$ cat src/rtl/seg_display_decoder_if.sv
// Seven-segment bus as seen by a snooping receiver: the segment byte and digit
// select coming in, and the decoded byte plus status going out.
interface seg_display_decoder_if;
  logic [7:0] seg_data;
  logic [1:0] dig_sel;
  logic [7:0] value;
  logic       value_valid;
  logic       decode_err;
  logic       have_value;

  modport master (
    output seg_data, dig_sel,
    input  value, value_valid, decode_err, have_value
  );

  modport slave (
    input  seg_data, dig_sel,
    output value, value_valid, decode_err, have_value
  );
endinterface

$ cat src/rtl/seg_display_decoder.sv
// Decodes a time-multiplexed two-digit seven-segment bus back into a byte.
// A digit must be stable for STABLE_CYCLES samples before it is taken once.
module seg_display_decoder #(
  parameter int STABLE_CYCLES = 4,
  parameter int CNT_W         = 3
) (
  input  logic                  clk,
  input  logic                  reset_n,
  seg_display_decoder_if.slave  bus
);

  localparam logic [CNT_W-1:0] STABLE_MAX = CNT_W'(STABLE_CYCLES);
  localparam logic [CNT_W-1:0] STABLE_PRE = CNT_W'(STABLE_CYCLES - 1);

  localparam logic [0:0] WAIT_HI = 1'b0;
  localparam logic [0:0] WAIT_LO = 1'b1;

  // Sample stage: {dig_sel, seg_data}
  logic [9:0]       sample_in;
  logic [9:0]       sample_reg;
  logic [9:0]       diff_bits;
  logic             same_sample;
  logic             in_valid;
  logic [CNT_W-1:0] count_reg, count_next;
  logic             accept_reg, accept_next;

  assign sample_in = {bus.dig_sel, bus.seg_data};

  genvar gi;
  generate
    for (gi = 0; gi < 10; gi++) begin : g_diff
      assign diff_bits[gi] = sample_in[gi] ^ sample_reg[gi];
    end
  endgenerate

  assign same_sample = ~|diff_bits;
  assign in_valid    = ^bus.dig_sel;

  always_comb begin
    count_next  = count_reg;
    accept_next = 1'b0;
    if (!in_valid) begin
      count_next = '0;
    end else if (!same_sample) begin
      count_next = CNT_W'(1);
    end else if (count_reg != STABLE_MAX) begin
      count_next  = count_reg + CNT_W'(1);
      accept_next = (count_reg == STABLE_PRE);
    end
  end

  always_ff @(posedge clk or negedge reset_n) begin
    if (!reset_n) begin
      sample_reg <= '0;
      count_reg  <= '0;
      accept_reg <= 1'b0;
    end else begin
      sample_reg <= sample_in;
      count_reg  <= count_next;
      accept_reg <= accept_next;
    end
  end

  // Pattern decode of the held sample; same table as the encoder side
  logic       pat_legal;
  logic [3:0] nibble;
  logic       digit_legal;
  logic       is_hi;

  always_comb begin
    pat_legal = 1'b1;
    nibble    = 4'h0;
    case (sample_reg[6:0])
      7'b0111111: nibble = 4'h0;
      7'b0000110: nibble = 4'h1;
      7'b1011011: nibble = 4'h2;
      7'b1001111: nibble = 4'h3;
      7'b1100110: nibble = 4'h4;
      7'b1101101: nibble = 4'h5;
      7'b1111101: nibble = 4'h6;
      7'b0000111: nibble = 4'h7;
      7'b1111111: nibble = 4'h8;
      7'b1101111: nibble = 4'h9;
      7'b1110111: nibble = 4'hA;
      7'b1111100: nibble = 4'hB;
      7'b0111001: nibble = 4'hC;
      7'b1011110: nibble = 4'hD;
      7'b1111001: nibble = 4'hE;
      7'b1110001: nibble = 4'hF;
      default:    pat_legal = 1'b0;
    endcase
  end

  assign digit_legal = pat_legal & ~sample_reg[7];
  assign is_hi       = sample_reg[8];

  // Pairing state machine; acts one edge after acceptance on the held sample
  logic [0:0] state_reg, state_next;
  logic [3:0] hi_reg, hi_next;
  logic [7:0] value_reg, value_next;
  logic       value_valid_reg, value_valid_next;
  logic       decode_err_reg, decode_err_next;
  logic       have_value_reg, have_value_next;

  always_comb begin
    state_next       = state_reg;
    hi_next          = hi_reg;
    value_next       = value_reg;
    value_valid_next = 1'b0;
    decode_err_next  = 1'b0;
    have_value_next  = have_value_reg;
    if (accept_reg) begin
      if (!digit_legal) begin
        decode_err_next = 1'b1;
        state_next      = WAIT_HI;
      end else if (is_hi) begin
        hi_next    = nibble;
        state_next = WAIT_LO;
      end else if (state_reg == WAIT_LO) begin
        value_next       = {hi_reg, nibble};
        value_valid_next = 1'b1;
        have_value_next  = 1'b1;
        state_next       = WAIT_HI;
      end
    end
  end

  always_ff @(posedge clk or negedge reset_n) begin
    if (!reset_n) begin
      state_reg       <= WAIT_HI;
      hi_reg          <= 4'h0;
      value_reg       <= 8'h00;
      value_valid_reg <= 1'b0;
      decode_err_reg  <= 1'b0;
      have_value_reg  <= 1'b0;
    end else begin
      state_reg       <= state_next;
      hi_reg          <= hi_next;
      value_reg       <= value_next;
      value_valid_reg <= value_valid_next;
      decode_err_reg  <= decode_err_next;
      have_value_reg  <= have_value_next;
    end
  end

  assign bus.value       = value_reg;
  assign bus.value_valid = value_valid_reg;
  assign bus.decode_err  = decode_err_reg;
  assign bus.have_value  = have_value_reg;

endmodule

$ cat src/flat_wrapper.sv
// flat-port wrapper written by rule: the top's interface ports become plain ports
module seg_display_decoder_flat 
#(
  parameter int STABLE_CYCLES = 4,
  parameter int CNT_W         = 3
)
  (clk, reset_n, bus_seg_data, bus_dig_sel, bus_value, bus_value_valid, bus_decode_err, bus_have_value);
  seg_display_decoder_if bus_i ();
  input  logic clk;
  input  logic reset_n;
  input wire logic [$bits(bus_i.seg_data)-1:0] bus_seg_data;
  input wire logic [$bits(bus_i.dig_sel)-1:0] bus_dig_sel;
  output wire logic [$bits(bus_i.value)-1:0] bus_value;
  output wire logic [$bits(bus_i.value_valid)-1:0] bus_value_valid;
  output wire logic [$bits(bus_i.decode_err)-1:0] bus_decode_err;
  output wire logic [$bits(bus_i.have_value)-1:0] bus_have_value;
  assign bus_i.seg_data = bus_seg_data;
  assign bus_i.dig_sel = bus_dig_sel;
  assign bus_value = bus_i.value;
  assign bus_value_valid = bus_i.value_valid;
  assign bus_decode_err = bus_i.decode_err;
  assign bus_have_value = bus_i.have_value;
  seg_display_decoder #(.STABLE_CYCLES(STABLE_CYCLES), .CNT_W(CNT_W)) u_core (.clk(clk), .reset_n(reset_n), .bus(bus_i));
endmodule
$ cat config.mk
export PLATFORM = sky130hd
export DESIGN_NAME = seg_display_decoder_flat
export DESIGN_NICKNAME = d
export VERILOG_FILES = /design/src/rtl/seg_display_decoder_if.sv /design/src/rtl/seg_display_decoder.sv /design/src/flat_wrapper.sv
export SDC_FILE = /design/constraint.sdc
export NUM_CORES = 1
export LEC_CHECK = 0
export ABC_CLOCK_PERIOD_IN_PS = 4300
export CELL_PAD_IN_SITES_DETAIL_PLACEMENT = 0
export CELL_PAD_IN_SITES_GLOBAL_PLACEMENT = 1
export CORE_ASPECT_RATIO = 1.4
export CORE_UTILIZATION = 45
export CTS_CLUSTER_SIZE = 40
export DETAILED_ROUTE_END_ITERATION = 8
export PLACE_DENSITY_LB_ADDON = 0.12
export SETUP_SLACK_MARGIN = 0.3
export SYNTH_ARGS = -nofsm -noshare
export SYNTH_HDL_FRONTEND = slang
export SYNTH_SLANG_ARGS = --single-unit
$ cat constraint.sdc
create_clock -name clk -period 4.3 [get_ports clk]
set_input_delay 0.645 -clock clk [delete_from_list [all_inputs] [get_ports clk]]
set_output_delay 0.645 -clock clk [all_outputs]
set_load 0.01 [all_outputs]
Fig. 1: routed metal, one colour a layer
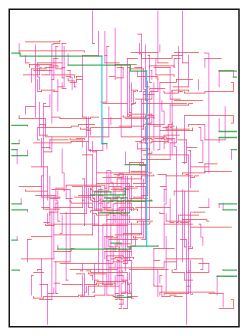
metal 1 -> red  # wire length 1170 um
metal 2 -> magenta  # wire length 1480 um
metal 4 -> cyan  # wire length 59.2 um
metal 3 -> green  # wire length 157 um

==> ci_impl_report.md <==
## PnR job results

| Metric | Value |
|---|---|
| Status | completed |
| Top cells excl fill/tap | dfrtp_1 (30), clkdlybuf4s50_1 (22), inv_1 (12) |
| Grt total ovfl | 0 |
| Clk pwr share | 39.9% |
| Final cell utilization of the core | 58.4% |
| Core area | 3180 um2 |
| Cell family with most CP delay | AND-OR/OR-AND gates |
| DRT antenna net count | 0 |
| Gate power share | 7.9% |
| Peak supply drop | 259 uV |
| H-tree depth | 2 |
| Post-CTS repair timing setup buffer count | 0 |
| Synth Warn # | 0 |
| Tool warnings | 27 |
| Multi-input combinational gate total | 90 |
| Synthesized instance count | 140 |
| Hold Violations, Final | 0 |
| Clk tree area frac | 4.92% |
| Vias in the first global route | 1056 |
| CP endpoint | u_core.bus.value[4] |
| XOR Share, Synth | 6.82% |
| DR vias/cell | 5.58 |
| Sequential power | 0.302 mW |
| Top cell category | registers |
| Finished Layout Cells | 202 |
| Sequential Power Share | 52.2% |
| Fillers | 295 |
| WP depth | 5 |
| Req. time, crit path | 4.47 ns |
| FA/HA/MAJ Cells, Area Fraction | 2.44% |
| Critical Path Sink Type | flip-flop |
| Metal3 WL | 156 um |
| Met3 Resource Use GR | 6.37% |
| Count of library flops with an enable pin | 0 |
| Comb. pwr | 0.0455 mW |
| Met2 wire length | 1480 um |
| DRC | 0 |
| GRT Overall Usage | 18.2% |
| Net switching power | 0.137 mW |
| Max-Cap Viols | 0 |
| Final std cell area, no fill | 1860 um2 |
| Avg WL per Cell | 14.2 um |
| Placed Cells | 194 |
| ANT cells | 0 |
| MI comb area | 694 um2 |
| Fin crit share | 56.4% |
| Non-clk buf share | 12.3% |
| Final worst slack | 1.87 ns |
| DP HPWL | 2090 um |
| Latency at later pin | 0.28 ns |
| Max Clk Rate | 0.412 GHz |
| IO buf count | 22 |
| Distinct lib cells used | 44 |
| DR pass1 iterations | 5 |
| Most frequent cell after synthesis | dfrtp_1 |
| Setup crit start kind | flip-flop |
| Comb area leader | AND-OR/OR-AND gates |
| Setup violators final | 0 |
| Die Span Y | 71.3 um |
| Pint | 0.441 mW |
| # resized after CTS | 0 |
| Lkg Pwr | 0.824 nW |
| Vias post-DR | 1127 |
| Power per cell area | 311 nW/um2 |
| Hold WC Path Type | reg -> reg |
| Hold EP | u_core.state_reg |
| Wl on met1 | 1170 um |
| Top cells, area | dfrtp_1 (49%), mux2_4 (5.8%), xor2_1 (5.1%) |
| RR Endpoint | u_core.bus.value[4] |
| Max_slew headroom | 67.5% |
| Multiplexer area fraction after synthesis | 7.31% |
| Plain + repair buffers | 23 |
| Yosys cell count | 140 |
| Area growth syn-to-layout | 20.5% |
| Root Buffer | clkbuf_8 |
Fig. 2: pin map
Pins as bars across the die edge, other pins in grey.
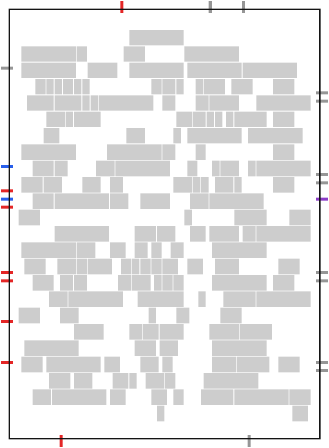
bus_have_value -> purple  # pins 1, direction output, edge right
bus_dig_sel -> blue  # pins 2, direction input, edge left
bus_seg_data -> red  # pins 8, direction input, edge 6 left, 1 bottom, 1 top
all pins by edge = 9 left, 9 right, 3 top, 2 bottom

Power figures rest on the tool's default switching activity, not on a simulated workload.
